===== src/rtl/ysyx_041461_clint.sv =====
// ysyx_041461_clint -- core-local interruptor (msip / mtimecmp / mtime)
//
// Purpose:
//   Memory-mapped machine timer and software-interrupt block on the MEM-stage
//   request/response port. It holds one outstanding access and answers it
//   exactly one cycle after acceptance. mtime advances once every TICK_DIV
//   clk cycles, and the machine timer interrupt is a registered
//   (mtime >= mtimecmp) compare.
//
// Register map (byte addresses, 8-byte aligned, 64-bit accesses):
//   BASE + 0x0000  msip      bit 0 only
//   BASE + 0x4000  mtimecmp
//   BASE + 0xBFF8  mtime
//   Any other address, or addr[2:0] != 0, returns resp_err = 1 and
//   rdata = 0, and changes no state.
//
// Parameters:
//   BASE      base address of the block
//   TICK_DIV  clk cycles per mtime increment (1..65535)
//
// Configuration macro:
//   YSYX_041461_CLINT_MSIP_EN  when defined, msip is implemented and drives
//                              CLINT_soft_int. When undefined, msip reads 0,
//                              ignores writes, and CLINT_soft_int is tied to 0.
//
// Ports:
//   clk, rst            clock and synchronous active-high reset
//   CLINT_req_*         request: valid/ready handshake, we, addr, wdata, wmask
//   CLINT_resp_*        response: valid/ready handshake, rdata, err
//   CLINT_timer_int     machine timer interrupt level
//   CLINT_soft_int      machine software interrupt level
module ysyx_041461_clint #(
  parameter logic [63:0] BASE     = 64'h0200_0000,
  parameter int unsigned TICK_DIV = 1
) (
  input  logic        clk,
  input  logic        rst,
  input  logic        CLINT_req_valid,
  output logic        CLINT_req_ready,
  input  logic        CLINT_req_we,
  input  logic [63:0] CLINT_req_addr,
  input  logic [63:0] CLINT_req_wdata,
  input  logic [7:0]  CLINT_req_wmask,
  output logic        CLINT_resp_valid,
  input  logic        CLINT_resp_ready,
  output logic [63:0] CLINT_resp_rdata,
  output logic        CLINT_resp_err,
  output logic        CLINT_timer_int,
  output logic        CLINT_soft_int
);

  localparam logic [63:0] ADDR_MSIP     = BASE;
  localparam logic [63:0] ADDR_MTIMECMP = BASE + 64'h4000;
  localparam logic [63:0] ADDR_MTIME    = BASE + 64'hBFF8;
  localparam logic [15:0] TICK_LAST     = 16'(TICK_DIV - 1);

  // architectural state
  logic [63:0] mtime_q;
  logic [63:0] mtimecmp_q;
  logic [15:0] presc_q;
  logic        timer_int_q;
  logic        msip_val;

  // response channel
  logic        resp_valid_q;
  logic [63:0] resp_rdata_q;
  logic        resp_err_q;

  // decode
  logic        accept;
  logic        addr_aligned;
  logic        hit_msip;
  logic        hit_mtimecmp;
  logic        hit_mtime;
  logic        addr_err;
  logic        wr_any;
  logic        wr_mtime;
  logic        wr_mtimecmp;
  logic [63:0] byte_mask;
  logic [63:0] mtime_wr_val;
  logic [63:0] mtimecmp_wr_val;
  logic [63:0] rd_val;
  logic        tick;

  // A new request is taken whenever the response slot is free or is being
  // drained this same cycle, which allows one access per cycle.
  assign CLINT_req_ready = !resp_valid_q || CLINT_resp_ready;
  assign accept          = CLINT_req_valid && CLINT_req_ready && !rst;

  always_comb begin
    addr_aligned = (CLINT_req_addr[2:0] == 3'b000);
    hit_msip     = addr_aligned && (CLINT_req_addr == ADDR_MSIP);
    hit_mtimecmp = addr_aligned && (CLINT_req_addr == ADDR_MTIMECMP);
    hit_mtime    = addr_aligned && (CLINT_req_addr == ADDR_MTIME);
    addr_err     = !(hit_msip || hit_mtimecmp || hit_mtime);
  end

  always_comb begin
    byte_mask = '0;
    for (int i = 0; i < 8; i++) begin
      byte_mask[i*8 +: 8] = {8{CLINT_req_wmask[i]}};
    end
  end

  // An all-zero wmask is treated as no write at all, so it neither restarts
  // the prescaler nor suppresses an mtime increment.
  assign wr_any      = accept && CLINT_req_we && (CLINT_req_wmask != 8'h00);
  assign wr_mtime    = wr_any && hit_mtime;
  assign wr_mtimecmp = wr_any && hit_mtimecmp;

  assign mtime_wr_val    = (mtime_q    & ~byte_mask) | (CLINT_req_wdata & byte_mask);
  assign mtimecmp_wr_val = (mtimecmp_q & ~byte_mask) | (CLINT_req_wdata & byte_mask);

  // Read data comes from the current register values, i.e. before any
  // increment or write that lands on the acceptance edge.
  always_comb begin
    rd_val = '0;
    if (hit_mtime) begin
      rd_val = mtime_q;
    end else if (hit_mtimecmp) begin
      rd_val = mtimecmp_q;
    end else if (hit_msip) begin
      rd_val = {63'b0, msip_val};
    end
  end

  assign tick = (presc_q == TICK_LAST);

  // mtime and prescaler; a software write wins over the tick and restarts
  // the prescaler so the next increment is a full TICK_DIV period away.
  always_ff @(posedge clk) begin
    if (rst) begin
      mtime_q <= '0;
      presc_q <= '0;
    end else if (wr_mtime) begin
      mtime_q <= mtime_wr_val;
      presc_q <= '0;
    end else if (tick) begin
      mtime_q <= mtime_q + 64'd1;
      presc_q <= '0;
    end else begin
      presc_q <= presc_q + 16'd1;
    end
  end

  always_ff @(posedge clk) begin
    if (rst) begin
      mtimecmp_q <= '1;
    end else if (wr_mtimecmp) begin
      mtimecmp_q <= mtimecmp_wr_val;
    end
  end

  // Registered compare: follows the register values one cycle late, so it
  // stays high while the compare holds and drops only once a write (or an
  // mtime wrap) breaks it.
  always_ff @(posedge clk) begin
    if (rst) begin
      timer_int_q <= 1'b0;
    end else begin
      timer_int_q <= (mtime_q >= mtimecmp_q);
    end
  end

`ifdef YSYX_041461_CLINT_MSIP_EN
  logic msip_q;
  logic wr_msip;

  assign wr_msip = wr_any && hit_msip && CLINT_req_wmask[0];

  always_ff @(posedge clk) begin
    if (rst) begin
      msip_q <= 1'b0;
    end else if (wr_msip) begin
      msip_q <= CLINT_req_wdata[0];
    end
  end

  assign msip_val = msip_q;
`else
  assign msip_val = 1'b0;
`endif

  // Response slot: loaded on acceptance, held until drained.
  always_ff @(posedge clk) begin
    if (rst) begin
      resp_valid_q <= 1'b0;
      resp_rdata_q <= '0;
      resp_err_q   <= 1'b0;
    end else if (accept) begin
      resp_valid_q <= 1'b1;
      resp_rdata_q <= (CLINT_req_we || addr_err) ? 64'd0 : rd_val;
      resp_err_q   <= addr_err;
    end else if (CLINT_resp_ready) begin
      resp_valid_q <= 1'b0;
    end
  end

  assign CLINT_resp_valid = resp_valid_q;
  assign CLINT_resp_rdata = resp_rdata_q;
  assign CLINT_resp_err   = resp_err_q;
  assign CLINT_timer_int  = timer_int_q;
  assign CLINT_soft_int   = msip_val;

endmodule


===== config.mk =====
export PLATFORM = sky130hd
export DESIGN_NAME = ysyx_041461_clint
export DESIGN_NICKNAME = d
export VERILOG_FILES = /design/src/rtl/ysyx_041461_clint.sv
export SDC_FILE = /design/constraint.sdc
export NUM_CORES = 1
export LEC_CHECK = 0
export CORE_MARGIN = 1
export CORE_UTILIZATION = 35
export DETAILED_ROUTE_END_ITERATION = 8
export PLACE_DENSITY = 0.56
export SLEW_MARGIN = 20
export SYNTH_ARGS = -nofsm -noshare
export SYNTH_HDL_FRONTEND = slang
export SYNTH_SLANG_ARGS = --single-unit

===== constraint.sdc =====
create_clock -name clk -period 6.95 [get_ports clk]
set_input_delay 1.39 -clock clk [delete_from_list [all_inputs] [get_ports clk]]
set_output_delay 1.39 -clock clk [all_outputs]
set_load 0.005 [all_outputs]

==> results.sh <==
# source this file to load flow results
export IMPL_clock_buffers=34
export IMPL_die_area_mm2=0.0330
export IMPL_fmax_ghz=0.226
export IMPL_ys_sh_adder_pct=7.41
export IMPL_drive_above_1_share_pct=5.51
export IMPL_synth_async_reset_ratio_pct=0
export IMPL_met1_usage_pct=31.4
export IMPL_antenna_found_initial=0
export IMPL_status="finished clean"
export IMPL_met1_length_mm=17.9
export IMPL_logic_area_mm2=0.00640
export IMPL_cts_hold_buf=0
export IMPL_worstMarginPinSlew_ns=1.05
export IMPL_synth_top_cell_by_area="dfxtp_1"
export IMPL_p_leak_nw=5.55
export IMPL_clk_latency_ns=0.52
export IMPL_top_layer="met4"
export IMPL_grt_util_met3_pct=3.55
export IMPL_grt_pass1_vias=11200
export IMPL_wl_met2_mm=17.6
export IMPL_drt_iter0_drc=714
export IMPL_pg_clk_w=0.00132
export IMPL_postCtsResizedCells=0
export IMPL_ys_cells=1367
export IMPL_topCellsByArea="dfxtp_1 (37%), ha_1 (7.4%), a22oi_1 (4.4%)"
export IMPL_ant_nets=0
export IMPL_top_logic_kind="simple AND/OR/NAND/NOR gates"
export IMPL_fp_utilization_pct=35.7
export IMPL_cp_num_buf_inv=2
export IMPL_wl_per_cell_um=20.0
export IMPL_pwr_share_clk_pct=49.1
export IMPL_ff_latch_area_mm2=0.00422
export IMPL_slowest_stage="nor3_4"
export IMPL_area_growth_syn_to_layout_pct=27.7
[placed cells by master (no fill, tap or decap), types with 5 or more instances in the layout]
cell / instances
o21ai_1: 62
inv_1: 87
nor2_1: 67
clkbuf_1: 5
nor3_1: 97
ha_1: 67
and3_1: 33
or4_1: 6
a2111oi_0: 10
nor4_1: 37
o211ai_1: 8
a31oi_1: 76
buf_4: 12
and2_1: 11
nand3_1: 45
a2111oi_2: 5
a211oi_1: 39
clkbuf_16: 25
dfxtp_1: 211
a21o_1: 6
nand4_1: 29
clkinv_2: 6
or3_1: 11
a21oi_1: 26
xor2_1: 14
a311oi_1: 10
and4_1: 21
nand2_1: 121
a22oi_1: 66
o21ai_0: 30
a221oi_1: 6
clkdlybuf4s50_1: 207
[worst register-to-register path, cell delays in order (launching register included)]
cell and delay (ns):
dfxtp_1 0.33, inv_1 0.08, ha_1 0.15, nor4b_2 0.30
nand4_2 0.70, a2111oi_2 0.94, a211oi_1 0.17, a2111oi_0 0.39
[path summary, 6_finish.rpt]
| kind | start | end | slack [ns] | cells past startpoint |
|---|---|---|---|---|
| worst max-delay path | CLINT_req_addr[27] | CLINT_resp_rdata[63] | 2.53 | 8 |
| worst min-delay path | CLINT_resp_rdata[47] | CLINT_resp_rdata[47] | 0.44 | 2 |
| worst max register to register | presc_q[0] | register | 3.76 | 7 |
| worst min register to register | CLINT_resp_rdata[47] | CLINT_resp_rdata[47] | 0.44 | 2 |
[through the flow]
stage / util (%) / setup WS, ns / cell area [um2] / instances
after global routing: 45.6 / 2.33 / 14400 / 1944
after CTS: 45.6 / 2.55 / 14400 / 1944
after floorplan: - / 3.50 / 11300 / 1367
after detailed placement: 43.1 / 1.99 / 13600 / 1902
after global placement: 43.1 / 2.08 / 13600 / 1902
final: 45.6 / 2.53 / 14400 / 1944
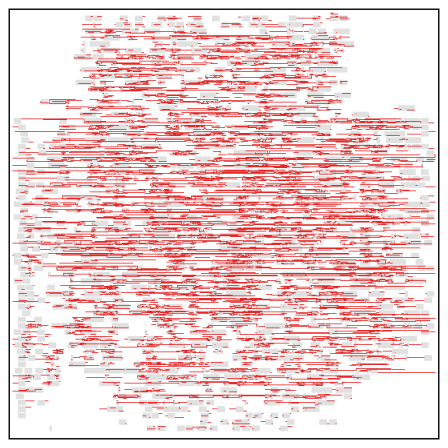
(metal 1)
wire length on this layer = 17900 um
longest straight run = 51.5 um
main direction = horizontal
nets with wire on the layer = 1583
share of all routed wire = 46%

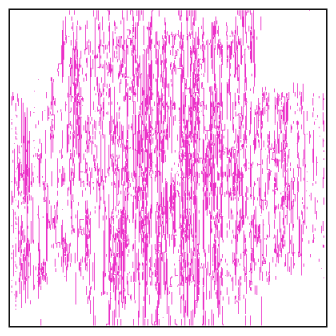
(met2 routing)
longest straight run = 63.2 um
share of all routed wire = 45%
nets with wire on the layer = 1481
main direction = vertical
wire length on this layer = 17600 um

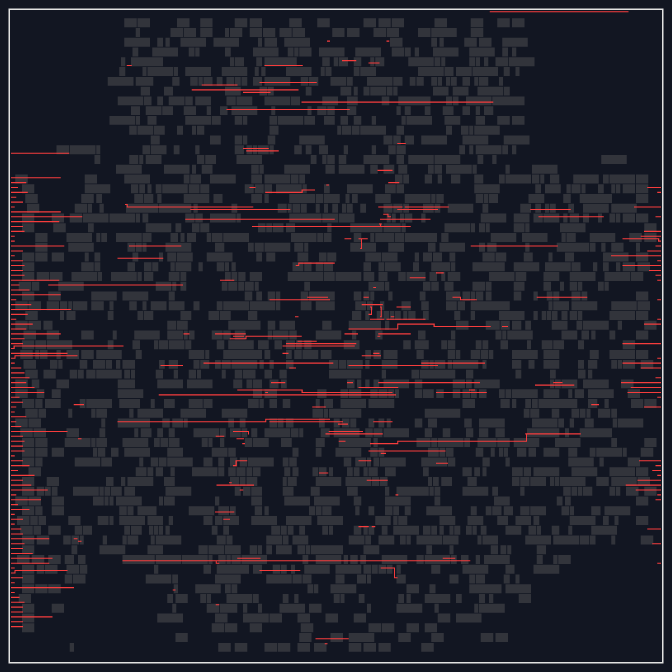
(M3 wires)
wire length on this layer = 2170 um
share of all routed wire = 5.6%
main direction = horizontal
longest straight run = 96.6 um
nets with wire on the layer = 210

